<file path="src/rtl/ef_tmr32_fault_filter_if.sv">
// Signal bundle between the timer/PWM fault logic and the fault pin filter.
// The slave side is the filter itself; the master side is whatever configures it and consumes its outputs.
interface ef_tmr32_fault_filter_if #(
  parameter int CW = 8
);
  logic          en;
  logic          fault_in;
  logic          fault_pol;
  logic [CW-1:0] flt_len;
  logic          force_fault;
  logic          cnt_clr;
  logic          pwm_fault;
  logic          fault_rise;
  logic          fault_act;
  logic [7:0]    fault_cnt;

  modport master (
    output en, fault_in, fault_pol, flt_len, force_fault, cnt_clr,
    input  pwm_fault, fault_rise, fault_act, fault_cnt
  );

  modport slave (
    input  en, fault_in, fault_pol, flt_len, force_fault, cnt_clr,
    output pwm_fault, fault_rise, fault_act, fault_cnt
  );
endinterface

</file>
<file path="src/rtl/ef_tmr32_fault_filter.sv">
// Fault pin qualifier: synchronizes the external fault pin, then requires L
// consecutive matching samples before asserting or releasing pwm_fault.
module ef_tmr32_fault_filter #(
  parameter int SYNC_STAGES = 2,
  parameter int CW          = 8
) (
  input logic                    clk,
  input logic                    rst,
  ef_tmr32_fault_filter_if.slave bus
);

  localparam int            FW         = $clog2(SYNC_STAGES + 1);
  localparam logic [FW-1:0] FLUSH_DONE = FW'(SYNC_STAGES);
  localparam logic [FW-1:0] FLUSH_ONE  = FW'(1);
  localparam logic [CW-1:0] LEN_ONE    = CW'(1);

  typedef enum logic [1:0] {
    IDLE,
    QUAL,
    FAULT,
    REL
  } state_t;

  logic [SYNC_STAGES-1:0] sync_q;
  logic [FW-1:0]          flush_q;
  logic                   sync_out;
  logic                   act;
  logic [CW-1:0]          len_eff;
  logic                   len_one;
  logic                   cnt_hit;
  state_t                 state_q, state_d;
  logic [CW-1:0]          cnt_q, cnt_d;
  logic                   rise_q, rise_d;
  logic [7:0]             fault_cnt_q;

  always_ff @(posedge clk or posedge rst) begin
    if (rst) begin
      sync_q <= '0;
    end else begin
      sync_q <= {sync_q[SYNC_STAGES-2:0], bus.fault_in};
    end
  end

  // The chain holds reset values until SYNC_STAGES real samples have shifted
  // through; act stays masked until then so those values can never qualify.
  always_ff @(posedge clk or posedge rst) begin
    if (rst) begin
      flush_q <= '0;
    end else if (flush_q != FLUSH_DONE) begin
      flush_q <= flush_q + FLUSH_ONE;
    end
  end

  assign sync_out = sync_q[SYNC_STAGES-1];
  assign act      = (flush_q == FLUSH_DONE) && (bus.fault_pol ? sync_out : ~sync_out);
  assign len_eff  = (bus.flt_len == '0) ? LEN_ONE : bus.flt_len;
  assign len_one  = (len_eff == LEN_ONE);
  // cnt+1 >= L written without widening; also exits at once if L shrinks below cnt.
  assign cnt_hit  = (cnt_q >= (len_eff - LEN_ONE));

  always_comb begin
    state_d = state_q;
    cnt_d   = cnt_q;
    rise_d  = 1'b0;
    if (!bus.en) begin
      state_d = IDLE;
      cnt_d   = '0;
    end else if (bus.force_fault) begin
      state_d = FAULT;
      cnt_d   = '0;
    end else begin
      case (state_q)
        IDLE: begin
          if (act) begin
            if (len_one) begin
              state_d = FAULT;
              cnt_d   = '0;
            end else begin
              state_d = QUAL;
              cnt_d   = LEN_ONE;
            end
          end
        end
        QUAL: begin
          if (!act) begin
            state_d = IDLE;
            cnt_d   = '0;
          end else if (cnt_hit) begin
            state_d = FAULT;
            cnt_d   = '0;
          end else begin
            cnt_d = cnt_q + LEN_ONE;
          end
        end
        FAULT: begin
          if (!act) begin
            if (len_one) begin
              state_d = IDLE;
              cnt_d   = '0;
            end else begin
              state_d = REL;
              cnt_d   = LEN_ONE;
            end
          end
        end
        REL: begin
          if (act) begin
            state_d = FAULT;
            cnt_d   = '0;
          end else if (cnt_hit) begin
            state_d = IDLE;
            cnt_d   = '0;
          end else begin
            cnt_d = cnt_q + LEN_ONE;
          end
        end
        default: begin
          state_d = IDLE;
          cnt_d   = '0;
        end
      endcase
    end
    rise_d = (state_d == FAULT) && ((state_q == IDLE) || (state_q == QUAL));
  end

  always_ff @(posedge clk or posedge rst) begin
    if (rst) begin
      state_q <= IDLE;
      cnt_q   <= '0;
      rise_q  <= 1'b0;
    end else begin
      state_q <= state_d;
      cnt_q   <= cnt_d;
      rise_q  <= rise_d;
    end
  end

  // Counts each fault_rise pulse while it is high; a clear in the same cycle wins.
  always_ff @(posedge clk or posedge rst) begin
    if (rst) begin
      fault_cnt_q <= '0;
    end else if (bus.cnt_clr) begin
      fault_cnt_q <= '0;
    end else if (rise_q && (fault_cnt_q != 8'hFF)) begin
      fault_cnt_q <= fault_cnt_q + 8'd1;
    end
  end

  assign bus.pwm_fault  = (state_q == FAULT) || (state_q == REL);
  assign bus.fault_rise = rise_q;
  assign bus.fault_act  = act;
  assign bus.fault_cnt  = fault_cnt_q;

endmodule

</file>
<file path="src/flat_wrapper.sv">
// flat-port wrapper written by rule: the top's interface ports become plain ports
module ef_tmr32_fault_filter_flat 
#(
  parameter int SYNC_STAGES = 2,
  parameter int CW          = 8
)
  (clk, rst, bus_en, bus_fault_in, bus_fault_pol, bus_flt_len, bus_force_fault, bus_cnt_clr, bus_pwm_fault, bus_fault_rise, bus_fault_act, bus_fault_cnt);
  ef_tmr32_fault_filter_if #(.CW(CW)) bus_i ();
  input logic clk;
  input logic rst;
  input wire logic [$bits(bus_i.en)-1:0] bus_en;
  input wire logic [$bits(bus_i.fault_in)-1:0] bus_fault_in;
  input wire logic [$bits(bus_i.fault_pol)-1:0] bus_fault_pol;
  input wire logic [$bits(bus_i.flt_len)-1:0] bus_flt_len;
  input wire logic [$bits(bus_i.force_fault)-1:0] bus_force_fault;
  input wire logic [$bits(bus_i.cnt_clr)-1:0] bus_cnt_clr;
  output wire logic [$bits(bus_i.pwm_fault)-1:0] bus_pwm_fault;
  output wire logic [$bits(bus_i.fault_rise)-1:0] bus_fault_rise;
  output wire logic [$bits(bus_i.fault_act)-1:0] bus_fault_act;
  output wire logic [$bits(bus_i.fault_cnt)-1:0] bus_fault_cnt;
  assign bus_i.en = bus_en;
  assign bus_i.fault_in = bus_fault_in;
  assign bus_i.fault_pol = bus_fault_pol;
  assign bus_i.flt_len = bus_flt_len;
  assign bus_i.force_fault = bus_force_fault;
  assign bus_i.cnt_clr = bus_cnt_clr;
  assign bus_pwm_fault = bus_i.pwm_fault;
  assign bus_fault_rise = bus_i.fault_rise;
  assign bus_fault_act = bus_i.fault_act;
  assign bus_fault_cnt = bus_i.fault_cnt;
  ef_tmr32_fault_filter #(.SYNC_STAGES(SYNC_STAGES), .CW(CW)) u_core (.clk(clk), .rst(rst), .bus(bus_i));
endmodule
</file>
<file path="config.mk">
export PLATFORM = sky130hd
export DESIGN_NAME = ef_tmr32_fault_filter_flat
export DESIGN_NICKNAME = d
export VERILOG_FILES = /design/src/rtl/ef_tmr32_fault_filter_if.sv /design/src/rtl/ef_tmr32_fault_filter.sv /design/src/flat_wrapper.sv
export SDC_FILE = /design/constraint.sdc
export NUM_CORES = 1
export LEC_CHECK = 0
export ABC_AREA = 1
export CORE_UTILIZATION = 40
export DETAILED_ROUTE_END_ITERATION = 12
export HOLD_SLACK_MARGIN = 0.12
export SETUP_SLACK_MARGIN = 0.02
export SLEW_MARGIN = 20
export SYNTH_ARGS = -nofsm -noshare
export SYNTH_HDL_FRONTEND = slang
export SYNTH_SLANG_ARGS = --single-unit
export TNS_END_PERCENT = 100
</file>
<file path="constraint.sdc">
create_clock -name clk -period 1.5 [get_ports clk]
set_input_delay 0.3 -clock clk [delete_from_list [all_inputs] [get_ports clk]]
set_output_delay 0.3 -clock clk [all_outputs]
set_load 0.03 [all_outputs]
</file>
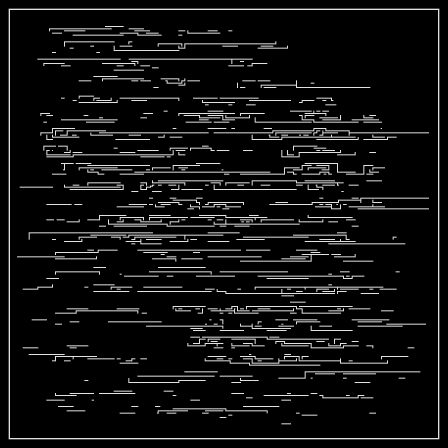
(images/met1.png)
share of all routed wire = 50%
main direction = horizontal
Vias: 1,625
met1 layer usage reported by global route: 0.272
overall routed net length: 3930 um

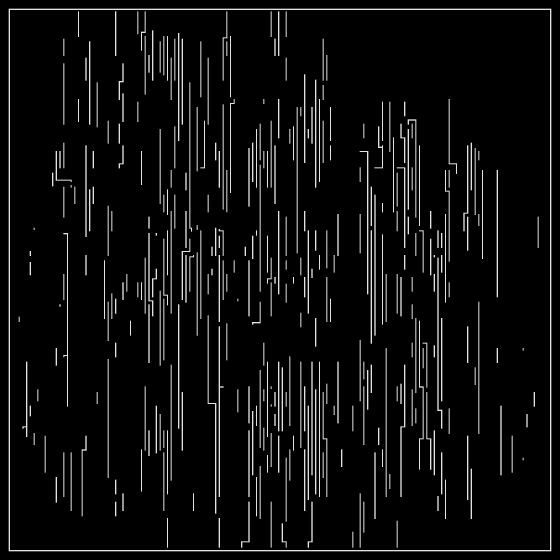
(images/met2.png)
main direction = vertical
wire length on this layer = 1,800 um
nets with wire on the layer = 266

==> flow_results.xml <==
<?xml version="1.0" encoding="UTF-8"?>
<metrics>
  <group name="setup_path">
    <metric name="crit_arrival" unit="ns">2.39</metric>
    <metric name="path_common_cell" unit="">sky130_fd_sc_hd__nand2_2</metric>
    <metric name="critical-path-top-delay-family" unit="">simple AND/OR/NAND/NOR gates</metric>
    <metric name="worstPathCellList" unit="">buf_8 &gt; nor2_4 &gt; nand2_2 &gt; nor2_4 &gt; a21oi_4 &gt; ha_4 &gt; nand2_2 &gt; xor2_1 &gt; inv_1 &gt; ha_4 &gt; a21oi_2 &gt; nor2_1 &gt; nor2_2 &gt; nand3_4 &gt; nor3_4 &gt; nand2_2 &gt; nand2_1 &gt; nand2_1 &gt; inv_1</metric>
    <metric name="class_of_the_most_critical_setup_path" unit="">input port to flip-flop</metric>
  </group>
  <group name="hold_path">
    <metric name="timing.hold.worst_path_depth" unit="">0</metric>
  </group>
  <group name="route">
    <metric name="drt_iter0_drc" unit="">63</metric>
    <metric name="avgViaCountPerCell" unit="">4.68</metric>
    <metric name="drt.antenna.violating_nets" unit="">0</metric>
  </group>
  <group name="layout">
    <metric name="clock_area_frac" unit="">0.0175</metric>
    <metric name="areaGrowthSynthToFinish" unit="%">52.4</metric>
    <metric name="area.sequential" unit="sq um">582</metric>
    <metric name="largestClassByArea" unit="">logic gates</metric>
    <metric name="layout_top_cell" unit="">sky130_fd_sc_hd__nand2_1</metric>
    <metric name="final-nonclk-buf-share" unit="">0.220</metric>
    <metric name="register_share_of_the_cell_area" unit="">0.226</metric>
    <metric name="sh_comb_area" unit="">0.444</metric>
  </group>
  <group name="power">
    <metric name="switching_share" unit="">0.302</metric>
    <metric name="power.group.top" unit="">sequential cells</metric>
    <metric name="clkPwrFrac" unit="">0.269</metric>
    <metric name="net_sw_power" unit="uW">439</metric>
    <metric name="comb_power_share" unit="">0.281</metric>
    <metric name="irDropWorstVdd" unit="V">0.000543</metric>
  </group>
  <group name="outcome">
    <metric name="run_status" unit="">complete, but fails checks</metric>
    <metric name="violations_in_the_final_reports" unit="">negative setup slack</metric>
  </group>
  <group name="global_routing">
    <metric name="grt.overflow.total" unit="">0</metric>
    <metric name="pin_count_of_the_biggest_net_entering_global_routing" unit="">24</metric>
    <metric name="grt_usage" unit="">0.180</metric>
  </group>
  <group name="placement">
    <metric name="portBuffers" unit="">25</metric>
    <metric name="gp_congestion" unit="">0.812</metric>
  </group>
  <group name="synth">
    <metric name="fraction_of_synthesis_flops_using_an_asynchronous_set_or_reset_pin" unit="">1.00</metric>
    <metric name="top_cell_area_share" unit="">0.340</metric>
    <metric name="enable_flop_cells" unit="">0</metric>
    <metric name="ys_ff" unit="">23</metric>
    <metric name="syn-num-nets" unit="">256</metric>
    <metric name="top_area_cell" unit="">sky130_fd_sc_hd__dfrtp_1</metric>
    <metric name="synth_stat.cells" unit="">228</metric>
    <metric name="synthMuxAreaShare" unit="">0</metric>
  </group>
  <group name="floorplanning">
    <metric name="chipWidth" unit="um">67.0</metric>
    <metric name="ios" unit="">26</metric>
    <metric name="dieHeight" unit="um">67.0</metric>
    <metric name="tap_cells" unit="">50</metric>
  </group>
  <group name="timing">
    <metric name="clock_skew" unit="ns">0.00181</metric>
    <metric name="setup_viol_count_final" unit="">16</metric>
    <metric name="layout_setup_ws" unit="ns">-0.682</metric>
    <metric name="drv_slew" unit="">0</metric>
  </group>
  <group name="run">
    <metric name="max-cap-violations" unit="">0</metric>
  </group>
  <group name="clock_tree">
    <metric name="clk_pin_slew_worst_paths" unit="ns">0.08</metric>
  </group>
</metrics>
through the flow:
step           hold WS (ns)  power [uW]  cells
3_3_place_gp          0.334        1010    333
5_1_grt               0.359        1530    347
4_1_cts               0.358        1430    343
3_5_place_dp          0.338        1010    333
6_report              0.353        1450    347
2_1_floorplan         0.302         854    228
state kept, by name, indices dropped and copies added, names as in the netlist:
name and cells:
u_core.sync_q 2, u_core.state_q 2, u_core.bus.fault_rise 1, u_core.flush_q 2
u_core.bus.fault_cnt 8, u_core.cnt_q 8
metal layers:
layer | wire length [um] | up-vias | GRT usage
met3 | 123 | 4 | 0.0308
met2 | 1800 | 26 | 0.261
li1 | - | 851 | -
met4 | 38 | 0 | 0.0399
met1 | 1970 | 744 | 0.272
met5 | 0 | - | 0
Power figures rest on the tool's default switching activity, not on a simulated workload.
